[src/rtl/srdl_apb_regif_if.sv]
// APB3 bus bundle between the SoC fabric (master) and the register-bank completer (slave).
interface srdl_apb_regif_if #(
  parameter int ADDR_WIDTH = 12,
  parameter int DATA_WIDTH = 32
);
  logic                  psel;
  logic                  penable;
  logic                  pwrite;
  logic [ADDR_WIDTH-1:0] paddr;
  logic [DATA_WIDTH-1:0] pwdata;
  logic [DATA_WIDTH-1:0] prdata;
  logic                  pready;
  logic                  pslverr;

  modport master (
    output psel, penable, pwrite, paddr, pwdata,
    input  prdata, pready, pslverr
  );

  modport slave (
    input  psel, penable, pwrite, paddr, pwdata,
    output prdata, pready, pslverr
  );
endinterface

[src/rtl/srdl_apb_regif.sv]
// APB3 completer issuing one-hot rd/wr strobes to a bank of srdlField registers.
// Optional macro SRDL_APB_PSLVERR_EN: flag misaligned/out-of-range transfers with pslverr.
//
// state  | meaning
// IDLE   | waiting for an APB setup phase
// STROBE | one-cycle field strobe; read data captured at its closing edge
// RESP   | pready (and pslverr) presented for one cycle
module srdl_apb_regif #(
  parameter int ADDR_WIDTH = 12,
  parameter int DATA_WIDTH = 32,
  parameter int NUM_REGS   = 16
) (
  input  logic                           clk,
  input  logic                           rst_l,
  srdl_apb_regif_if.slave                apb,
  output logic [NUM_REGS-1:0]            reg_rd,
  output logic [NUM_REGS-1:0]            reg_wr,
  output logic                           acc,
  output logic [DATA_WIDTH-1:0]          sw_wdata,
  input  logic [NUM_REGS*DATA_WIDTH-1:0] reg_rdata
);

  localparam int IW    = ADDR_WIDTH - 2;
  localparam int IDX_W = (NUM_REGS > 1) ? $clog2(NUM_REGS) : 1;

  typedef enum logic [1:0] {IDLE, STROBE, RESP} state_t;

  state_t                state;
  logic [IW-1:0]         addr_idx;
  logic                  addr_ok;
  logic [NUM_REGS-1:0]   addr_hot;
  logic [IDX_W-1:0]      idx_q;
  logic                  wr_q;
  logic                  ok_q;
  logic [DATA_WIDTH-1:0] rd_sel;
  logic                  setup;

  assign setup    = apb.psel && !apb.penable;
  assign addr_idx = apb.paddr[ADDR_WIDTH-1:2];
  assign addr_ok  = (apb.paddr[1:0] == 2'b00) && (64'(addr_idx) < 64'(NUM_REGS));

  always_comb begin
    addr_hot = '0;
    for (int i = 0; i < NUM_REGS; i++) begin
      addr_hot[i] = (64'(addr_idx) == 64'(i));
    end
  end

  always_comb begin
    rd_sel = '0;
    for (int i = 0; i < NUM_REGS; i++) begin
      if (idx_q == IDX_W'(i)) rd_sel = reg_rdata[i*DATA_WIDTH +: DATA_WIDTH];
    end
  end

`ifdef SRDL_APB_PSLVERR_EN
  logic pslverr_q;
  assign apb.pslverr = pslverr_q;
`else
  assign apb.pslverr = 1'b0;
`endif

  always_ff @(posedge clk or negedge rst_l) begin
    if (!rst_l) begin
      state      <= IDLE;
      idx_q      <= '0;
      wr_q       <= 1'b0;
      ok_q       <= 1'b0;
      reg_rd     <= '0;
      reg_wr     <= '0;
      acc        <= 1'b0;
      sw_wdata   <= '0;
      apb.prdata <= '0;
      apb.pready <= 1'b0;
`ifdef SRDL_APB_PSLVERR_EN
      pslverr_q  <= 1'b0;
`endif
    end else begin
      case (state)
        IDLE: begin
          apb.pready <= 1'b0;
`ifdef SRDL_APB_PSLVERR_EN
          pslverr_q  <= 1'b0;
`endif
          if (setup) begin
            wr_q  <= apb.pwrite;
            ok_q  <= addr_ok;
            idx_q <= addr_idx[IDX_W-1:0];
            if (addr_ok) begin
              acc <= 1'b1;
              if (apb.pwrite) begin
                reg_wr   <= addr_hot;
                sw_wdata <= apb.pwdata;
              end else begin
                reg_rd <= addr_hot;
              end
            end
            state <= STROBE;
          end
        end
        STROBE: begin
          // The strobe is never retracted, even when the initiator aborts.
          reg_rd <= '0;
          reg_wr <= '0;
          acc    <= 1'b0;
          if (!wr_q) apb.prdata <= ok_q ? rd_sel : '0;
          if (apb.psel) begin
            apb.pready <= 1'b1;
`ifdef SRDL_APB_PSLVERR_EN
            pslverr_q  <= !ok_q;
`endif
            state <= RESP;
          end else begin
            state <= IDLE;
          end
        end
        RESP: begin
          apb.pready <= 1'b0;
`ifdef SRDL_APB_PSLVERR_EN
          pslverr_q  <= 1'b0;
`endif
          state <= IDLE;
        end
        default: state <= IDLE;
      endcase
    end
  end

endmodule

[src/flat_wrapper.sv]
// flat-port wrapper written by rule: the top's interface ports become plain ports
module srdl_apb_regif_flat 
#(
  parameter int ADDR_WIDTH = 12,
  parameter int DATA_WIDTH = 32,
  parameter int NUM_REGS   = 16
)
  (clk, rst_l, reg_rd, reg_wr, acc, sw_wdata, reg_rdata, apb_psel, apb_penable, apb_pwrite, apb_paddr, apb_pwdata, apb_prdata, apb_pready, apb_pslverr);
  srdl_apb_regif_if #(.ADDR_WIDTH(ADDR_WIDTH), .DATA_WIDTH(DATA_WIDTH)) apb_i ();
  input  logic clk;
  input  logic rst_l;
  output logic [NUM_REGS-1:0] reg_rd;
  output logic [NUM_REGS-1:0] reg_wr;
  output logic acc;
  output logic [DATA_WIDTH-1:0] sw_wdata;
  input  logic [NUM_REGS*DATA_WIDTH-1:0] reg_rdata;
  input wire logic [$bits(apb_i.psel)-1:0] apb_psel;
  input wire logic [$bits(apb_i.penable)-1:0] apb_penable;
  input wire logic [$bits(apb_i.pwrite)-1:0] apb_pwrite;
  input wire logic [$bits(apb_i.paddr)-1:0] apb_paddr;
  input wire logic [$bits(apb_i.pwdata)-1:0] apb_pwdata;
  output wire logic [$bits(apb_i.prdata)-1:0] apb_prdata;
  output wire logic [$bits(apb_i.pready)-1:0] apb_pready;
  output wire logic [$bits(apb_i.pslverr)-1:0] apb_pslverr;
  assign apb_i.psel = apb_psel;
  assign apb_i.penable = apb_penable;
  assign apb_i.pwrite = apb_pwrite;
  assign apb_i.paddr = apb_paddr;
  assign apb_i.pwdata = apb_pwdata;
  assign apb_prdata = apb_i.prdata;
  assign apb_pready = apb_i.pready;
  assign apb_pslverr = apb_i.pslverr;
  srdl_apb_regif #(.ADDR_WIDTH(ADDR_WIDTH), .DATA_WIDTH(DATA_WIDTH), .NUM_REGS(NUM_REGS)) u_core (.clk(clk), .rst_l(rst_l), .apb(apb_i), .reg_rd(reg_rd), .reg_wr(reg_wr), .acc(acc), .sw_wdata(sw_wdata), .reg_rdata(reg_rdata));
endmodule
[config.mk]
export PLATFORM = sky130hd
export DESIGN_NAME = srdl_apb_regif_flat
export DESIGN_NICKNAME = d
export VERILOG_FILES = /design/src/rtl/srdl_apb_regif_if.sv /design/src/rtl/srdl_apb_regif.sv /design/src/flat_wrapper.sv
export SDC_FILE = /design/constraint.sdc
export NUM_CORES = 1
export LEC_CHECK = 0
export ABC_AREA = 0
export CELL_PAD_IN_SITES_DETAIL_PLACEMENT = 1
export CELL_PAD_IN_SITES_GLOBAL_PLACEMENT = 2
export CORE_AREA = 2 2 254 256
export DETAILED_ROUTE_END_ITERATION = 7
export DIE_AREA = 0 0 256 258
export PLACE_DENSITY_LB_ADDON = 0.15
export REMOVE_ABC_BUFFERS = 1
export SETUP_SLACK_MARGIN = 0.1
export SYNTH_ARGS = -nofsm -noshare
export SYNTH_HDL_FRONTEND = slang
export SYNTH_SLANG_ARGS = --single-unit
[constraint.sdc]
create_clock -name clk -period 2.8 [get_ports clk]
set_clock_uncertainty 0.05 [all_clocks]
set_input_delay 0.56 -clock clk [delete_from_list [all_inputs] [get_ports clk]]
set_output_delay 0.56 -clock clk [all_outputs]
set_load 0.05 [all_outputs]
layer_met1.png
Supply wires on this layer in gray.
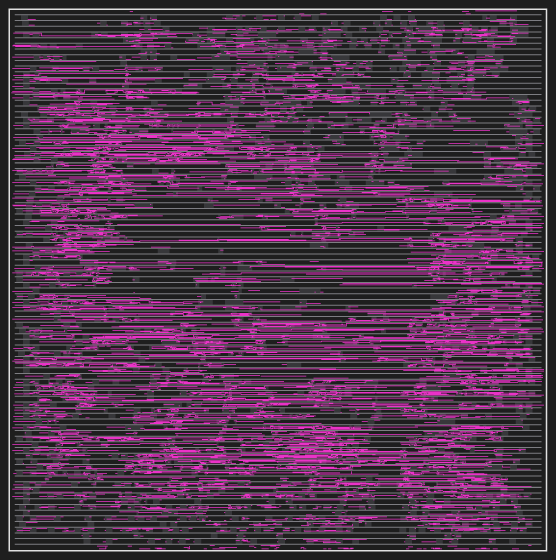
main direction	horizontal
nets with wire on the layer	2102
wire length on this layer	31.1 mm
share of all routed wire	40%
via count: 12370
grt met1 use: 0.2599

layer_met2.png
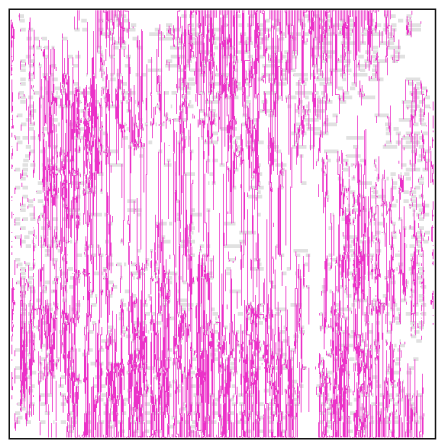
wire length on this layer	40.7 mm
main direction	vertical
share of all routed wire	53%
GR Util met2: 0.4270
final wirelength: 77310 µm

==> impl_metrics.tcl <==
# place-and-route summary
set metrics [dict create \
    routed_via_density 4.657 \
    p_clk_frac 0.214 \
    die_area_um2 66050 \
    hpwlAfterDp_um 62760 \
    drt_first_pass_iters 5 \
    clock-sinks 106 \
    synth.yosys.warnings 0 \
    grt_usage 0.2263 \
    yosysChipArea_um2 9453 \
    hold_viol_final 0 \
    grt_max_degree 45 \
    post_cts_resized 0 \
    cts_setup_buffers 4 \
    seq-power_mw 1.68 \
    cts_max_path_buffers 2 \
    cp_max_fo 16 \
    seq_power_share 0.226 \
    p_clk_mw 1.59 \
    switching_share 0.4275 \
    grt_pass1_wl_um 106900 \
    numSynthFlops 106 \
    postLayoutCoreUtil 0.2806 \
    p_switching_mw 3.186 \
    yosysSeqAreaShare 0.2806 \
    clk_pin_slew_worst_paths_ns 0.09 \
    dp.cells 2626 \
    hold_ws_ns 0.1614 \
    die_w_um 256 \
    drv_cap 0 \
    drive_above_1_share 0.1290 \
    crit_required_ns 3.02 \
    status "finished, final reports clean" \
    slew_viol_final 0 \
    synth.cell_area_um2 9453 \
    power.leakage_nw 6.930 \
    die_h_um 258 \
    fin_total_pwr_mw 7.452 \
    drc_errors 0 \
    rows 93 \
    avgSynthCellArea_um2 8.343 \
    fin_nets 2347 \
    yosys_most_used_dff "dfrtp_1" \
    power_leader "combinational cells" \
    hold_class "in2async" \
    worst_setup_path_start_kind "flop" \
]
io_fan.png
The bar under the picture is 100 µm long.
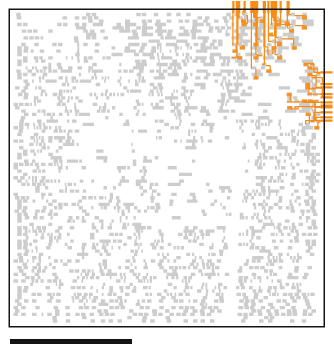
color	port	direction	edge	end cells	buffers	wire
orange	apb_pwdata	input	21 top, 11 right	32	32	895 µm
io pins: 660
PortBufs: 658

congestion.png
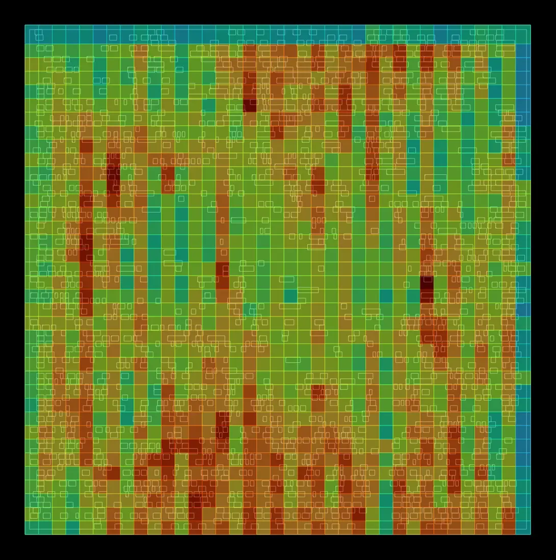
WL per Instance: 29.10 µm
met3 Resource Use GR: 0.05163

[worst paths after layout]
kind / endpoint / slack (ns) / cells past startpoint
max: u_core.apb.prdata[9] / 0.18 / 6
min: u_core.sw_wdata[23] / 0.16 / 1
max reg2reg: u_core.apb.prdata[9] / 0.18 / 6
min reg2reg: u_core.apb.pready / 0.44 / 1
max in group asynchronous: u_core.idx_q[2] / 1.71 / 2
min in group clk: u_core.apb.pready / 0.44 / 1
[metal layers]
layer,track usage,part of all wire
met5,0,0.0015
met2,0.4270,0.53
met1,0.2599,0.40
met4,0.04386,0.013
met3,0.05163,0.057
[cells in the mapped netlist (6+ instances only)]
master	instances	area share
a211oi_1	12	0.0095
a22o_1	12	0.011
dfrtp_1	106	0.28
nor3_1	9	0.0048
o2bb2ai_1	11	0.010
o32ai_1	9	0.0083
mux4_2	6	0.014
a221o_1	20	0.021
nand3b_1	7	0.0056
nor2b_1	18	0.012
and3_1	6	0.0040
mux2i_1	50	0.053
buf_4	14	0.011
a222oi_1	7	0.0074
a2bb2oi_1	18	0.017
buf_6	9	0.011
a22oi_1	17	0.014
o21ai_0	102	0.054
o211ai_1	13	0.010
o22ai_1	28	0.019
a21o_1	22	0.017
buf_2	49	0.026
nand2b_1	31	0.021
nor2_1	84	0.033
nand3_1	15	0.0079
o221ai_1	19	0.018
a21oi_1	107	0.057
a31oi_1	21	0.014
nand2_1	83	0.033
clkbuf_1	41	0.016
a221oi_1	10	0.0093
inv_1	15	0.0060
a32oi_1	6	0.0056
mux2_2	79	0.094
[cell usage in the layout (no fill, tap or decap), types with 15 or more instances in the layout]
cell,netlist,routed
a21o_1,22,22
a21oi_1,107,107
a221o_1,20,20
a22oi_1,17,17
a2bb2oi_1,18,18
a31oi_1,21,21
buf_4,14,87
clkdlybuf4s50_1,0,657
dfrtp_1,106,102
mux2_2,79,79
mux2i_1,50,50
nand2_1,83,83
nand2b_1,31,30
nand3_1,15,15
nor2_1,84,80
o21ai_0,102,102
o221ai_1,19,19
o22ai_1,28,28
[registers in the layout (all words and copies together) (netlist names)]
name,cells
u_core.acc,1
u_core.apb.prdata,32
u_core.apb.pready,1
u_core.idx_q,4
u_core.ok_q,1
u_core.reg_rd,16
u_core.reg_wr,16
u_core.state,2
u_core.sw_wdata,32
u_core.wr_q,1
[worst register-to-register path, stage by stage, from the launching register on]
cell and delay, ns:
dfrtp_4 0.61, nor3b_2 0.31, buf_4 0.21, a32o_1 0.21, a222oi_1 0.38, o221ai_1 0.32, a221o_1 0.40
[logic make-up (layout without fill, tap and decap cells)]
group	count (synthesis)	count (layout)	share of synthesized area
and+or+nand+nor	285	285	0.1492
AOI/OAI and AO/OA	472	472	0.3345
DFF	106	106	0.2806
buffers and inverters	132	790	0.07161
muxes	137	137	0.1637
other	1	12	0.0003967
[layout make-up]
class | count | area, µm² | area share
clock inverters | 7 | 120.1 | 0.006725
flip-flops and latches | 106 | 2668 | 0.1494
repair buffers | 758 | 7501 | 0.4200
diodes | 11 | 27.53 | 0.001541
inverters | 16 | 61.31 | 0.003433
multi-input cells | 895 | 6188 | 0.3465
clock buffers | 9 | 225.2 | 0.01261
well taps | 855 | 1070 | 0.05990
